$ cat src/rtl/gbe_pkg.sv
// -----------------------------------------------------------------------------
// gbe_pkg
// Shared constants and types for the GbE/IPv4/UDP frame path.
//   - Frame-generator state encoding (state_t)
//   - Protocol constants (ethertype, IP protocol, TTL)
//   - Frame geometry (Ethernet+IPv4+UDP header bytes, max UDP payload)
// -----------------------------------------------------------------------------
package gbe_pkg;

  localparam logic [2:0] S_IDLE = 3'd0;
  localparam logic [2:0] S_CSUM = 3'd1;
  localparam logic [2:0] S_HDR  = 3'd2;
  localparam logic [2:0] S_PAY  = 3'd3;
  localparam logic [2:0] S_END  = 3'd4;
  localparam logic [2:0] S_GAP  = 3'd5;

  typedef enum logic [2:0] {
    ST_IDLE = S_IDLE,
    ST_CSUM = S_CSUM,
    ST_HDR  = S_HDR,
    ST_PAY  = S_PAY,
    ST_END  = S_END,
    ST_GAP  = S_GAP
  } state_t;

  localparam logic [15:0] ETHERTYPE_IPV4  = 16'h0800;
  localparam logic [7:0]  IP_PROTO_UDP    = 8'h11;
  localparam logic [7:0]  IPV4_TTL        = 8'h40;

  localparam logic [10:0] HDR_BYTES       = 11'd42;
  localparam int          HDR_BITS        = 336;
  localparam logic [10:0] MAX_UDP_PAYLOAD = 11'd1472;

  // Checksum phase: ten header words accumulated, then two fold cycles.
  localparam logic [10:0] CSUM_WORDS      = 11'd10;
  localparam logic [10:0] CSUM_CYCLES     = 11'd12;

  function automatic logic [10:0] clamp_len(input logic [10:0] len);
    return (len > MAX_UDP_PAYLOAD) ? MAX_UDP_PAYLOAD : len;
  endfunction

endpackage

$ cat src/rtl/ipv4_hdr_csum.sv
// -----------------------------------------------------------------------------
// ipv4_hdr_csum
// One's-complement IPv4 header checksum engine.
// Words presented with valid=1 are summed into a 20-bit accumulator. Once valid
// drops, the accumulator folds its carries back in on each of the next two
// cycles; csum is the complement of the low 16 bits and stays stable until
// clear is asserted.
// Ports:
//   clk    in   clock
//   rst    in   synchronous active-high reset
//   clear  in   restart accumulation (acc = 0)
//   valid  in   word is a header word to add
//   word   in   16-bit header word
//   csum   out  16-bit header checksum
// -----------------------------------------------------------------------------
module ipv4_hdr_csum (
  input  logic        clk,
  input  logic        rst,
  input  logic        clear,
  input  logic        valid,
  input  logic [15:0] word,
  output logic [15:0] csum
);

  logic [19:0] acc_reg;
  logic [1:0]  fold_reg;  // fold cycles still owed after the last word

  always_ff @(posedge clk) begin
    if (rst || clear) begin
      acc_reg  <= '0;
      fold_reg <= '0;
    end else if (valid) begin
      acc_reg  <= acc_reg + {4'd0, word};
      fold_reg <= 2'd2;
    end else if (fold_reg != 2'd0) begin
      acc_reg  <= {4'd0, acc_reg[15:0]} + {16'd0, acc_reg[19:16]};
      fold_reg <= fold_reg - 2'd1;
    end
  end

  assign csum = ~acc_reg[15:0];

endmodule

$ cat src/rtl/gbe_rx_frame_gen.sv
// -----------------------------------------------------------------------------
// gbe_rx_frame_gen
// Ethernet/IPv4/UDP frame source for the MAC RX side (loopback/BIST stimulus).
// Each accepted start emits one frame: 42 header bytes, len payload bytes with
// pattern (k + id[7:0]), then a one-cycle good or bad end-of-frame strobe,
// followed by IFG idle cycles.
// Ports:
//   mac_rx_clk        in   clock
//   mac_rx_rst        in   synchronous active-high reset
//   start             in   frame request, ignored while busy
//   payload_len[11]   in   UDP payload length, clamped to 1472
//   corrupt           in   end frame with badframe instead of goodframe
//   busy              out  frame or inter-frame gap in progress
//   mac_rx_data[8]    out  frame byte (0 when not valid)
//   mac_rx_dvld       out  byte valid
//   mac_rx_goodframe  out  good end-of-frame strobe
//   mac_rx_badframe   out  bad end-of-frame strobe
//   frame_count[32]   out  completed frames
// -----------------------------------------------------------------------------
module gbe_rx_frame_gen #(
  parameter logic [47:0] DST_MAC  = 48'h123456789abc,
  parameter logic [47:0] SRC_MAC  = 48'h02000a0b0c0d,
  parameter logic [31:0] SRC_IP   = {8'd192, 8'd168, 8'd64, 8'd1},
  parameter logic [31:0] DST_IP   = {8'd100, 8'd101, 8'd102, 8'd103},
  parameter logic [15:0] SRC_PORT = 16'hbeef,
  parameter logic [15:0] DST_PORT = 16'hdead,
  parameter int          IFG      = 12
) (
  input  logic        mac_rx_clk,
  input  logic        mac_rx_rst,
  input  logic        start,
  input  logic [10:0] payload_len,
  input  logic        corrupt,
  output logic        busy,
  output logic [7:0]  mac_rx_data,
  output logic        mac_rx_dvld,
  output logic        mac_rx_goodframe,
  output logic        mac_rx_badframe,
  output logic [31:0] frame_count
);

  import gbe_pkg::*;

  localparam logic [10:0] IFG_LAST = 11'(IFG - 1);

  state_t      state_reg, state_next;
  logic [10:0] idx_reg, idx_next;
  logic [10:0] len_reg;
  logic        corrupt_reg;
  logic [15:0] id_reg;
  logic [31:0] frame_count_reg;

  // Outputs are registered, so the wire lags the state by one cycle.
  logic [7:0]  data_reg, data_next;
  logic        dvld_reg, dvld_next;
  logic        good_reg, good_next;
  logic        bad_reg, bad_next;

  logic [15:0] ip_total_len, udp_len, csum, csum_word;
  logic        csum_valid, csum_clear;
  logic [HDR_BITS-1:0] hdr_vec, hdr_shifted;

  assign ip_total_len = 16'd28 + {5'd0, len_reg};
  assign udp_len      = 16'd8 + {5'd0, len_reg};

  // Header words in checksum order; the checksum field itself counts as 0.
  always_comb begin
    csum_word = 16'h0000;
    unique case (idx_reg[3:0])
      4'd0:    csum_word = 16'h4500;
      4'd1:    csum_word = ip_total_len;
      4'd2:    csum_word = id_reg;
      4'd3:    csum_word = 16'h4000;
      4'd4:    csum_word = {IPV4_TTL, IP_PROTO_UDP};
      4'd6:    csum_word = SRC_IP[31:16];
      4'd7:    csum_word = SRC_IP[15:0];
      4'd8:    csum_word = DST_IP[31:16];
      4'd9:    csum_word = DST_IP[15:0];
      default: csum_word = 16'h0000;
    endcase
  end

  assign csum_clear = (state_reg == ST_IDLE);
  assign csum_valid = (state_reg == ST_CSUM) && (idx_reg < CSUM_WORDS);

  ipv4_hdr_csum u_csum (
    .clk   (mac_rx_clk),
    .rst   (mac_rx_rst),
    .clear (csum_clear),
    .valid (csum_valid),
    .word  (csum_word),
    .csum  (csum)
  );

  // Whole header as one vector, byte 0 in the MSBs.
  assign hdr_vec = {DST_MAC, SRC_MAC, ETHERTYPE_IPV4,
                    8'h45, 8'h00, ip_total_len, id_reg, 16'h4000,
                    IPV4_TTL, IP_PROTO_UDP, csum, SRC_IP, DST_IP,
                    SRC_PORT, DST_PORT, udp_len, 16'h0000};
  assign hdr_shifted = hdr_vec << {idx_reg[5:0], 3'b000};

  always_comb begin
    state_next = state_reg;
    data_next  = 8'h00;
    dvld_next  = 1'b0;
    good_next  = 1'b0;
    bad_next   = 1'b0;
    unique case (state_reg)
      ST_IDLE: if (start) state_next = ST_CSUM;
      ST_CSUM: if (idx_reg == CSUM_CYCLES - 11'd1) state_next = ST_HDR;
      ST_HDR: begin
        dvld_next = 1'b1;
        data_next = hdr_shifted[HDR_BITS-1 -: 8];
        if (idx_reg == HDR_BYTES - 11'd1)
          state_next = (len_reg == 11'd0) ? ST_END : ST_PAY;
      end
      ST_PAY: begin
        dvld_next = 1'b1;
        data_next = idx_reg[7:0] + id_reg[7:0];
        if (idx_reg == len_reg - 11'd1) state_next = ST_END;
      end
      ST_END: begin
        good_next  = ~corrupt_reg;
        bad_next   = corrupt_reg;
        state_next = ST_GAP;
      end
      ST_GAP:  if (idx_reg == IFG_LAST) state_next = ST_IDLE;
      default: state_next = ST_IDLE;
    endcase
    // Byte index restarts on every state entry.
    idx_next = ((state_next != state_reg) || (state_reg == ST_IDLE)) ? 11'd0 : idx_reg + 11'd1;
  end

  always_ff @(posedge mac_rx_clk) begin
    if (mac_rx_rst) begin
      state_reg       <= ST_IDLE;
      idx_reg         <= '0;
      len_reg         <= '0;
      corrupt_reg     <= 1'b0;
      id_reg          <= '0;
      frame_count_reg <= '0;
      data_reg        <= '0;
      dvld_reg        <= 1'b0;
      good_reg        <= 1'b0;
      bad_reg         <= 1'b0;
    end else begin
      state_reg <= state_next;
      idx_reg   <= idx_next;
      data_reg  <= data_next;
      dvld_reg  <= dvld_next;
      good_reg  <= good_next;
      bad_reg   <= bad_next;
      if (state_reg == ST_IDLE && start) begin
        len_reg     <= clamp_len(payload_len);
        corrupt_reg <= corrupt;
        id_reg      <= frame_count_reg[15:0];
      end
      if (state_reg == ST_END) frame_count_reg <= frame_count_reg + 32'd1;
    end
  end

  assign busy             = (state_reg != ST_IDLE);
  assign mac_rx_data      = data_reg;
  assign mac_rx_dvld      = dvld_reg;
  assign mac_rx_goodframe = good_reg;
  assign mac_rx_badframe  = bad_reg;
  assign frame_count      = frame_count_reg;

endmodule
$ cat config.mk
export PLATFORM = sky130hd
export DESIGN_NAME = gbe_rx_frame_gen
export DESIGN_NICKNAME = d
export VERILOG_FILES = /design/src/rtl/gbe_pkg.sv /design/src/rtl/ipv4_hdr_csum.sv /design/src/rtl/gbe_rx_frame_gen.sv
export SDC_FILE = /design/constraint.sdc
export NUM_CORES = 1
export LEC_CHECK = 0
export CAP_MARGIN = 20
export CORE_UTILIZATION = 54
export CTS_CLUSTER_SIZE = 10
export DETAILED_ROUTE_END_ITERATION = 10
export PLACE_DENSITY = 0.82
export SYNTH_ARGS = -nofsm -noshare
export SYNTH_HDL_FRONTEND = slang
export SYNTH_SLANG_ARGS = --single-unit
$ cat constraint.sdc
create_clock -name mac_rx_clk -period 3.8 [get_ports mac_rx_clk]
set_input_delay 1.14 -clock mac_rx_clk [delete_from_list [all_inputs] [get_ports mac_rx_clk]]
set_output_delay 1.14 -clock mac_rx_clk [all_outputs]
set_load 0.005 [all_outputs]
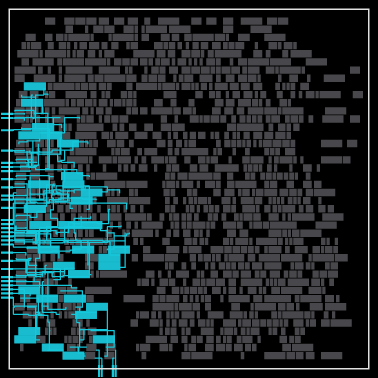
Figure 1: I/O nets highlighted.
Scale: 3 px per um.
- `frame_count`: cyan (bits 32; direction output; edge 28 west, 4 south; end cells 32; buffers 32; wire 1,440 um)

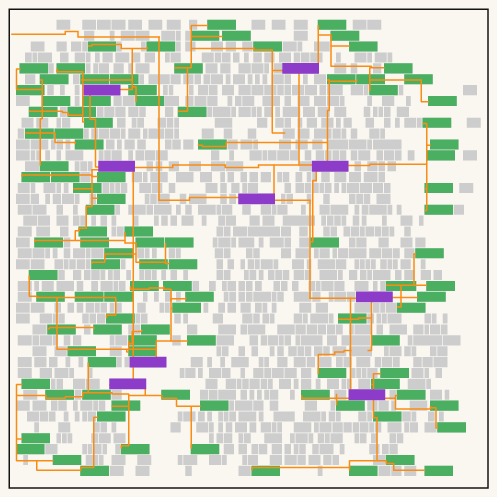
Figure 2: clock wires, drivers and flops.
Scale: 4 px per um.
- flip-flops: green (count 107)
- cells driving clock nets: purple (count 9)
- clock wires: orange (length 1,380 um)
- flops lie: all over the die
- routed clock nets: 10

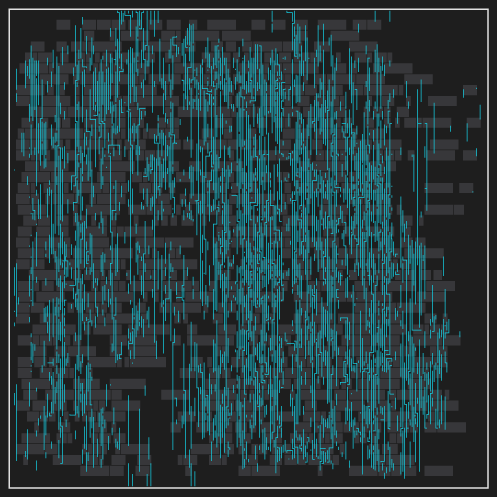
Figure 3: M2 wires.
Scale: 4 px per um.
- share of all routed wire: 43%
- wire length on this layer: 9,340 um
- main direction: vertical
total via count after detailed routing: 7,515
met2 track utilization from global routing: 0.452

==> notes.md <==
Numbers from the implementation run.

Looking at the reg2reg group, the worst path starts from len_reg[7]. Along the worst path, the maximum fanout reaches 9. The initial antenna violation count was 0. Note, the detailed placer reported a final HPWL of 16,200 um. The proportion of total power due to net switching is 0.284.

Registers take 0.00214 sq mm. After detailed placement, the design holds a cell count of about 1,200. The area of the multi-input gates is a little under 0.005 sq mm. The power report puts the net switching power at 680 uW. Per the CTS log, the buffer count on the longest clock path is 2. In this run, the synthesized area fraction spent on AND-OR/OR-AND gates is recorded as 0.196. Post-CTS timing repair inserted 0 buffers for setup. The global-route usage over all layers is 0.309.

STA puts the critical path data required time at 4.06 ns. In the post-synthesis netlist, the biggest area contributors are sky130_fd_sc_hd__dfxtp_1 29%, sky130_fd_sc_hd__ha_1 6.6%, sky130_fd_sc_hd__nand2_1 6.2%. The total power per unit cell area is 280 mW/mm^2. The worst max-slew margin expressed relative to the limit is 0.409. Of the total power, registers draw 0.485. The netlist uses 63 different library cells.

Of the total synthesized cell area, the portion taken by XOR and XNOR cells is 0.104. The final setup violation count is 0. The routed length per instance is 17.8 um. The global-route wire length before repair is 34,800 um. The cell that appears most often on the critical path is sky130_fd_sc_hd__o21ai_0. The register with the most flip-flops in the layout has 32 of them.

The cell type taking the most area is combinational gates. In the post-route report, total wirelength is listed as 21,600 um. The final cycle utilization of the critical path is 0.942. Sorting the Yosys area breakdown by cell type puts at the top sky130_fd_sc_hd__dfxtp_1. The root buffer cell is sky130_fd_sc_hd__clkbuf_16.

The routability congestion estimate from global placement is ~1.1. The post-route antenna net violation count is 0. The mapped netlist covers 0.00743 sq mm.

For this run, the detailed router's first-pass iteration total came to 5. The placement-stage worst setup slack is 0.235 ns. Measured on the final layout, buffering overhead outside the clock network stands at 0.0965.

The final report lists a non-filler cell total of about 1,200. The dominant combinational cell family by area after synthesis is simple AND/OR/NAND/NOR gates. Counting the buffers created by CTS gives 9. The power attributed to sequential cells is ~1.2 mW. The register bit count reported by yosys is 107. The mux contribution to synthesized area is 0.0251. Counting the inverters off the clock network in the layout gives 37. Detailed placement reports a standard cell area of 0.00823 sq mm. In this run the critical path is formed by nand4_1 > nor2_1 > nand2_1 > xnor2_1 > o21ai_0 > a21oi_1 > ha_1 > a21oi_1 > o21ai_0 > a221oi_1 > o21ai_0 > and2_1 > o41ai_1. The register fraction of the total cell area is 0.251. The analysis attributes to cell leakage a power of 3.13 nW.

The worst-case hold slack is about 0.47 ns. The clock-pin slew on the worst setup and hold paths is 0.08 ns. The final timing report lists a max-slew violation count of 0. The fraction of cell area in multi-input combinational cells is reported as 0.577. After clock tree synthesis, the flow added hold-fix buffers numbering 0.

Setup total negative slack on the finished layout was measured at 0 ns. The critical path's slowest stage uses the library cell sky130_fd_sc_hd__dfxtp_1. Counting every net in the synthesized netlist gives around 1,100. The post-synthesis average cell area is 7.48 sq um. The final layout net count is ~1,100. Grouping stages by cell kind, the critical path spends the most delay in AND-OR/OR-AND gates.

For the completed layout, the total cell area is recorded as about 0.0085 sq mm. After synthesis, the chip area reported by Yosys is 0.00743 sq mm. The initial core utilization is 0.557. The power report lists cell-internal power as 1.71 mW. Combinational power for this build is 307 uW. Setup repair after global routing left no endpoint under its margin. The worst setup margin is 0.221 ns.

The share of synthesized registers carrying an async set or reset is 0. The fraction of area in clock buffers and inverters is 0.0337. The filler cell count is 1,227.

The minimum clock period after layout is 3.58 ns. The number of instances in the synthesized netlist is between 900 and 1,000. Measured in cells, the most critical reg-to-reg path has a length of 13. The number of clock sinks came to around 110.

The number of cells in Yosys stat is 994. The first routing iteration left 656 violations. The share of the Yosys chip area taken by registers is 0.288.

The simple-gate portion of the synthesized area is 0.263. The number of buffers inserted by port buffering is about 58. Among all stages on the critical path, the maximum delay recorded is 0.58 ns. For this run, the detailed router reports a per-instance via density of 6.18. The report lists the number of cells resized after CTS as 0.

In this run, synthesis inferred 0 flip-flops with an integrated enable. The total chip power is 2.39 mW. The power group with the highest consumption is sequential cells. The area inside the core boundary is about 0.013 sq mm. The number of well-tap cells placed is 176. The worst hold path startpoint is corrupt_reg. The part of the total power dissipated in the clock network is 0.386. In this run, power in the clock network comes to 924 uW. The via count of the first global-routing pass is 6,709. In this build the clock could be raised as far as between 0.2 and 0.3 GHz. The number of hold violations in the final report is 0. The flow ran to the end, and the final reports show no timing, DRC or antenna violations. The total tool warning count is 33. The horizontal die dimension reported for this design is between 100 and 150 um. The initialized floorplan defines roughly 42 standard-cell rows.

The most used flip-flop cell after synthesis is sky130_fd_sc_hd__dfxtp_1. roughly 790 cells are multi-input combinational gates. TritonCTS built the clock tree. The final clock skew is 0.0113 ns. Sequential cells placed in the final layout were counted as about 110. The number of I/O pins is 59. The maximum number of pins on one net before global-route repair is 38. Counting both buffers and inverters, the worst setup path holds a total of 0. The area fraction in full adders, half adders and majority gates is 0.0737. The maximum ir drop on the vdd rail is 0.000311 V. By count the netlist is led by 123 x sky130_fd_sc_hd__nand2_1, 112 x sky130_fd_sc_hd__nor2_1, 107 x sky130_fd_sc_hd__dfxtp_1. The y dimension of the die is 119 um. Clock buffers in the final layout number 9. The area fraction of the largest cell type after synthesis is 0.288.

The insertion delay at the late pin of the worst-skew pair is ~0.36 ns. The power report attributes to the combinational group a share of 0.129. The H-tree was split into 3 levels.

The post-route DRC violation count is 0. The type of destination of the critical path is a register. The total overflow left after global routing is 0. From synthesis to final layout, the design area changed by 14.9%. The count of inserted antenna diode cells is 0. Of the cells placed in the final design, the portion with a size suffix greater than 1 is 0.0653. On the critical path the data arrives at around 3.8 ns. Setup slack on the worst reg-to-reg path comes out at roughly 0.22 ns. The number of synthesis warnings is 0.

STA reports the tightest min-delay check as being of type reg -> reg. The critical path is of the reg -> reg type. The utilization after layout is 0.639. The chip area is 0.0142 sq mm. Among all cell types in the netlist, the one instantiated most often is sky130_fd_sc_hd__nand2_1.
[worst max path at each step]
stage               startpoint                  to  cells after the start  slack, ns
floorplan           idx_reg[1]  u_csum.acc_reg[17]                     16       0.12
global placement    idx_reg[1]  u_csum.acc_reg[18]                     14       0.41
detailed placement  idx_reg[1]  u_csum.acc_reg[18]                     14       0.24
CTS                 idx_reg[1]  u_csum.acc_reg[18]                     14       0.22
global route        idx_reg[0]  u_csum.acc_reg[17]                     13       0.03
finish              len_reg[7]  u_csum.acc_reg[17]                     13       0.22
[layout by cell type (no fill, tap or decap), types with 10 or more instances in the layout]
cell	instances
sky130_fd_sc_hd__buf_4	33
sky130_fd_sc_hd__mux2i_1	13
sky130_fd_sc_hd__and3_1	12
sky130_fd_sc_hd__ha_1	39
sky130_fd_sc_hd__o211ai_1	10
sky130_fd_sc_hd__nor3_1	24
sky130_fd_sc_hd__nand2b_1	11
sky130_fd_sc_hd__xor2_1	43
sky130_fd_sc_hd__dfxtp_1	106
sky130_fd_sc_hd__o21ai_0	56
sky130_fd_sc_hd__xnor2_1	45
sky130_fd_sc_hd__or3_1	13
sky130_fd_sc_hd__nand2_1	123
sky130_fd_sc_hd__nand4_1	14
sky130_fd_sc_hd__nor2_1	112
sky130_fd_sc_hd__inv_1	36
sky130_fd_sc_hd__a31oi_1	12
sky130_fd_sc_hd__a21oi_1	76
sky130_fd_sc_hd__nand3_1	51
sky130_fd_sc_hd__clkdlybuf4s50_1	57
sky130_fd_sc_hd__a211oi_1	23
[routing by layer]
layer	GRT usage	up-vias	share of wire
met2	0.452	388	0.43
met3	0.0690	59	0.097
met4	0.138	0	0.032
li1	-	3597	-
met1	0.433	3471	0.44
met5	0	-	0
Power figures rest on the tool's default switching activity, not on a simulated workload.
